==> config.mk <==
export PLATFORM = sky130hd
export DESIGN_NAME = dcache_ctrl
export DESIGN_NICKNAME = d
export VERILOG_FILES = /design/src/rtl/dcache_ctrl.sv
export SDC_FILE = /design/constraint.sdc
export NUM_CORES = 1
export LEC_CHECK = 0
export CAP_MARGIN = 20
export CELL_PAD_IN_SITES_DETAIL_PLACEMENT = 0
export CELL_PAD_IN_SITES_GLOBAL_PLACEMENT = 1
export CORE_MARGIN = 5
export CORE_UTILIZATION = 50
export CTS_CLUSTER_DIAMETER = 40
export DETAILED_ROUTE_END_ITERATION = 8
export PLACE_DENSITY = 0.88
export SETUP_SLACK_MARGIN = 0.2
export SKIP_LAST_GASP = 1
export SYNTH_ARGS = -nofsm -noshare
export SYNTH_HDL_FRONTEND = slang
export SYNTH_SLANG_ARGS = --single-unit
==> constraint.sdc <==
create_clock -name clk -period 8.5 [get_ports clk]
set_input_delay 1.7 -clock clk [delete_from_list [all_inputs] [get_ports clk]]
set_output_delay 1.7 -clock clk [all_outputs]
set_load 0.05 [all_outputs]
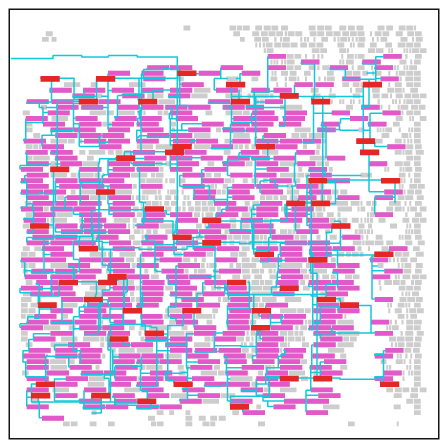
(run_1/clock_wires.png)
[cyan] clock wires | length: 5230 µm
[red] clock-net drivers | count: 56
[magenta] flip-flops | count: 450
routed clock nets	57
clock group power: 2.36 mW
clock insertion delay at the later pin of the skew report: 0.58 ns
worst clock skew: 0.02663 ns
clock network fraction of total power: 0.365

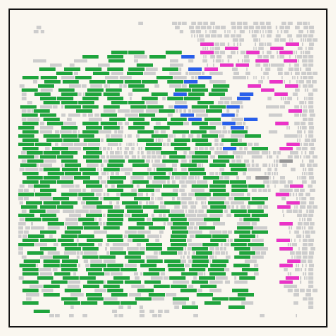
(run_1/ff_map.png)
Other sequential cells in the stronger gray, the rest of the logic in the fainter gray.
color	signal	flops
green	tag_q	400
magenta	rdata_q	32
blue	valid_q	16
fraction of area in registers: 0.5507
Storage cell area: 0.01326 mm²
P_seq: 2.62 mW
Post-Route Utilization: 0.6378

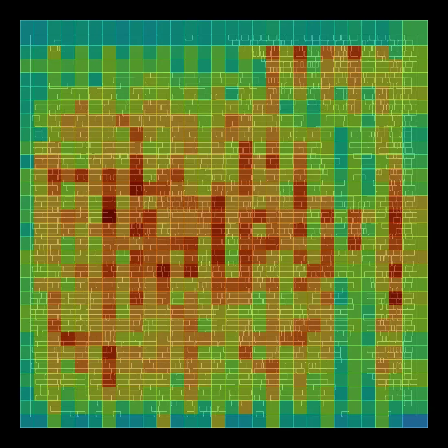
(run_1/congestion_map.png)
GRT Max-Usage Layer: met2
met2 demand-to-capacity share in global routing: 0.3857
global-route total usage across every layer: 0.2231
GR Util met3: 0.04613

==> run notes, run 1 <==
Implementation numbers.

- The synthesized design spends more area on one cell type than any other, namely sky130_fd_sc_hd__edfxtp_1.
- For reference, the final report shows the hold violation count at 0.
- The maximum root-to-sink buffer count is 3.
- The cell at the root of the clock tree is sky130_fd_sc_hd__clkbuf_16.
- The first detailed-routing pass took 6 iterations.
- The peak per-stage delay on the critical path is 0.74 ns.
- The number of maximum-capacitance violations recorded for the run is 0.
- The main area contributors are sky130_fd_sc_hd__edfxtp_1 (63%), sky130_fd_sc_hd__mux4_2 (8.9%), sky130_fd_sc_hd__dfrtp_1 (6.5%).
- The static power due to leakage is roughly 8.6 nW.
- The floorplan step records an initial core utilization of 0.5081.
- The most common cell in the synthesized netlist is sky130_fd_sc_hd__edfxtp_1.
- The post-synthesis cell type count is 54.
- The initialized floorplan defines about 71 standard-cell rows.
- The layout multi-input combinational cell count is 586.
- The design draws 6.460 mW.
- The met1 usage is 0.2841.
- The most critical min-delay path falls under reg2reg.
- The number of standard cells in the layout, taps in and fillers out is 1967.
- The category of the worst setup path launch point is a primary input.
- The tap cell count is slightly above 500.
- The synthesis report names the predominant flop master as sky130_fd_sc_hd__edfxtp_1.
- The arrival time at the worst endpoint is 6.28 ns.
- The count of tool warnings is 32.
- The highest metal layer used by the detailed router is met4.
- The relative max-transition margin is 0.2273.
- On the final layout, the worst hold slack is 0.4668 ns.
- The fraction of final cell area spent on non-clock buffers in this run is 0.1278.
- The repair_antennas step left the layout with diodes totalling 0.
- Per the synthesis report, the AND-OR/OR-AND share of the synthesized area is 0.03385.
- The inverter count is 13.
- Per the synth stats, the proportion of register bits with asynchronous set or reset is 0.1111.
- The routed length per instance is around 25 µm.
- The xor/xnor cell area share of the yosys netlist is 0.01004.
- The minimum clock period after layout is 7.982 ns.
- On the critical path the largest part of the delay comes from buffers and inverters.
- The detailed placer reported the number of placed instances as 1857.
- The die outline height is 205.9 µm.
- The final setup violation count is 0.
- The via count is 11140.
- In the post-route report, total wirelength is listed as 48.20 mm.
- The largest fanout of any net on the critical path is 62.
- The total cell area at the placement stage is between 0.02 and 0.025 mm².
- The routed design uses 4.338 mm of met3 wire.
- Setup slack on the critical path of the routed design comes to 0.5176 ns.
- The tally of buffers added on design ports is 262.
- Counting stages on the worst path, the most repeated cell is sky130_fd_sc_hd__nand4_1.
- For reference, the top logic cell family by area is multiplexers.
- During I/O placement, the number of pins put on the boundary was 269.
- The cell sequence reported for the critical path is buf_4 > mux4_2 > mux2i_1 > xor2_1 > nand4_1 > a2111oi_0 > nand4_1 > nor4b_4 > buf_12 > mux2_1 > clkdlybuf4s50_1.
- Per the synthesis report, the simple-gate share of the synthesized area is 0.06248.
- The share of total power dissipated in sequential elements is 0.406.
- The mapped netlist covers between 0.015 and 0.02 mm².
- The clock net in this run drives a total of 450 sinks.
- The post-CTS setup buffer count is 0.
- The run finished with clean final reports.
- Leaving out fill and tap cells, the most frequent cells in the layout are sky130_fd_sc_hd__edfxtp_1 (400), sky130_fd_sc_hd__clkdlybuf4s50_1 (258), sky130_fd_sc_hd__nand2_1 (184).
- The largest net degree at the start of global routing is roughly 63.
- Counting buffers and inverters, the worst setup path is 11 cells deep.
- The layout report lists the multi-input gate area as 0.005179 mm².
- The reported combinational group power is 1.48 mW.
- The area fraction of the largest cell type after synthesis is 0.6261.
- The clock H-tree reported by CTS has 2 levels.
- The core footprint is around 0.038 mm².
- The fill cell total of the finished layout is 2644.
- The switching share of power is 0.3050.
- The sequential area share after synthesis is 0.6913.
- Per the log, the first TritonRoute iteration ended with a DRC count of roughly 1100.
- The critical path's slowest cell is sky130_fd_sc_hd__clkdlybuf4s50_1.
- Summed over all nets, wire length on met2 after detailed routing comes to 24.49 mm.
==> run_1/class_map.png <==
The bar under the picture is 50 µm long.
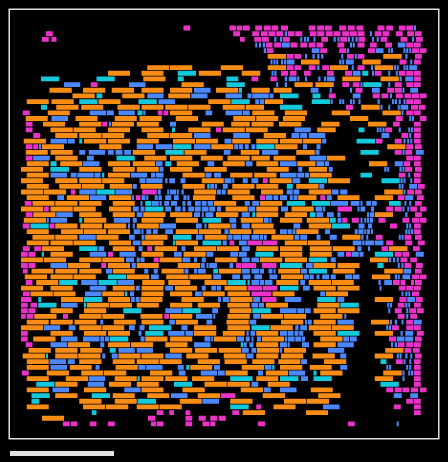

==> run 2: changes to the inputs <==
--- a/config.mk
+++ b/config.mk
@@ -14,7 +14,9 @@
 export DETAILED_ROUTE_END_ITERATION = 8
 export PLACE_DENSITY = 0.88
 export SETUP_SLACK_MARGIN = 0.2
+export SKIP_CTS_REPAIR_TIMING = 1
 export SKIP_LAST_GASP = 1
+export SLEW_MARGIN = 40
 export SYNTH_ARGS = -nofsm -noshare
 export SYNTH_HDL_FRONTEND = slang
 export SYNTH_SLANG_ARGS = --single-unit
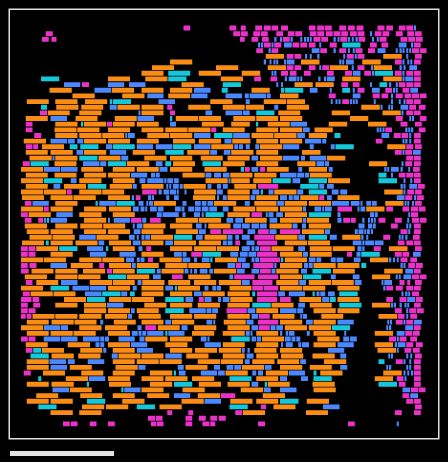
(run_2/class_map.png)
The bar under the picture is 50 µm long.
color	class	cells	share of their area
magenta	remaining buffers and delay cells	326	15%
cyan	clock drivers and dummy loads	94	7.1%
orange	registers	450	56%
blue	remaining logic cells	599	22%
fraction of area in registers: 0.5439
number of placement rows: 71

==> run notes, run 2 <==
Implementation numbers.

- Per the STA report, the cell with the highest stage delay on the worst path is sky130_fd_sc_hd__clkdlybuf4s50_1.
- The layout multi-input combinational cell count is 586.
- Per report_power, the Combinational row totals 1.50 mW.
- Entering global routing, the biggest net connects 63 pins.
- The routed design shows a wire length per standard cell of 24.77 µm.
- The library cells used most frequently in the layout, excluding fill and tap cells, are sky130_fd_sc_hd__edfxtp_1 (400), sky130_fd_sc_hd__clkdlybuf4s50_1 (258), sky130_fd_sc_hd__nand2_1 (184).
- Yosys shows that the main logic family after synthesis is multiplexers.
- The area fraction in compound gates is 0.03385.
- The final setup violation count is 0.
- The class of the worst hold path is reg2reg.
- The tap cell count is 511.
- In this run the critical path is formed by buf_8 > buf_4 > mux4_2 > mux2i_1 > xnor2_1 > a2bb2oi_1 > a2111oi_0 > nand4_1 > nor4b_4 > buf_12 > mux2_1 > clkdlybuf4s50_1.
- The fraction of registers with async set/reset is 0.1111.
- Of the total power, registers draw 0.416.
- The largest fanout of any net on the critical path is 54.
- The mapped cell area is 0.01918 mm².
- The inverter count is 13.
- Sorting the synthesized cells by area gives the leading types as sky130_fd_sc_hd__edfxtp_1 (63%), sky130_fd_sc_hd__mux4_2 (8.9%), sky130_fd_sc_hd__dfrtp_1 (6.5%).
- The highest metal layer used by the detailed router is met4.
- The core utilization at floorplan is 0.5081.
- Overall power consumption after layout is estimated at about 6.3 mW.
- The cell at the root of the clock tree is sky130_fd_sc_hd__clkbuf_16.
- The final count of hold timing violations is 0.
- The flow ran to the end, and the final reports show no timing, DRC or antenna violations.
- Excluding fillers, the count of instances in the completed layout stands at between 1500 and 2000.
- The area fraction of the dominant cell type after synthesis is 0.6261.
- The met2 wire length is 24.53 mm.
- The clock H-tree reported by CTS has 2 levels.
- The largest single stage delay on the critical path is around 0.74 ns.
- Across all layers, the routed design uses 11370 vias.
- Switching power as a fraction of the total was reported as 0.3021.
- The simple-gate share of the synthesized area is 0.06248.
- The minimum setup slack in the final design is 0.4941 ns.
- The cell depth of the worst setup path is 12.
- The arrival time at the worst endpoint is roughly 6.3 ns.
- The sequential area share after synthesis is 0.6913.
- The relative max-transition margin is 0.4746.
- The largest area contributor in the netlist is sky130_fd_sc_hd__edfxtp_1.
- The maximum root-to-sink buffer count is 3.
- The routed design uses 4.538 mm of met3 wire.
- The xor/xnor cell area share of the yosys netlist is 0.01004.
- OpenROAD emitted warnings numbering 32.
- Summed over all sequential cells, the power is 2.62 mW.
- For this run the top cell type by instance count after synthesis was sky130_fd_sc_hd__edfxtp_1.
- The clock net sink count is 450.
- The combinational gate area is 0.005181 mm².
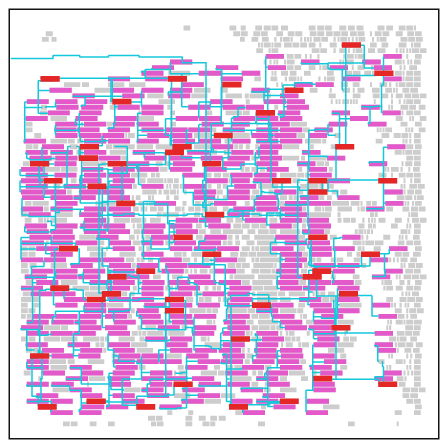
(run_2/clock_wires.png)
[magenta] flip-flops | count: 450
[cyan] clock wires | length: 5060 µm
[red] clock-net drivers | count: 52
flops lie	all over the die
clock network fraction of total power: 0.347
worst clock skew: 0.01226 ns
clock group power: 2.19 mW
clock insertion delay at the later pin of the skew report: 0.57 ns

Power and IR drop assume default switching activity.
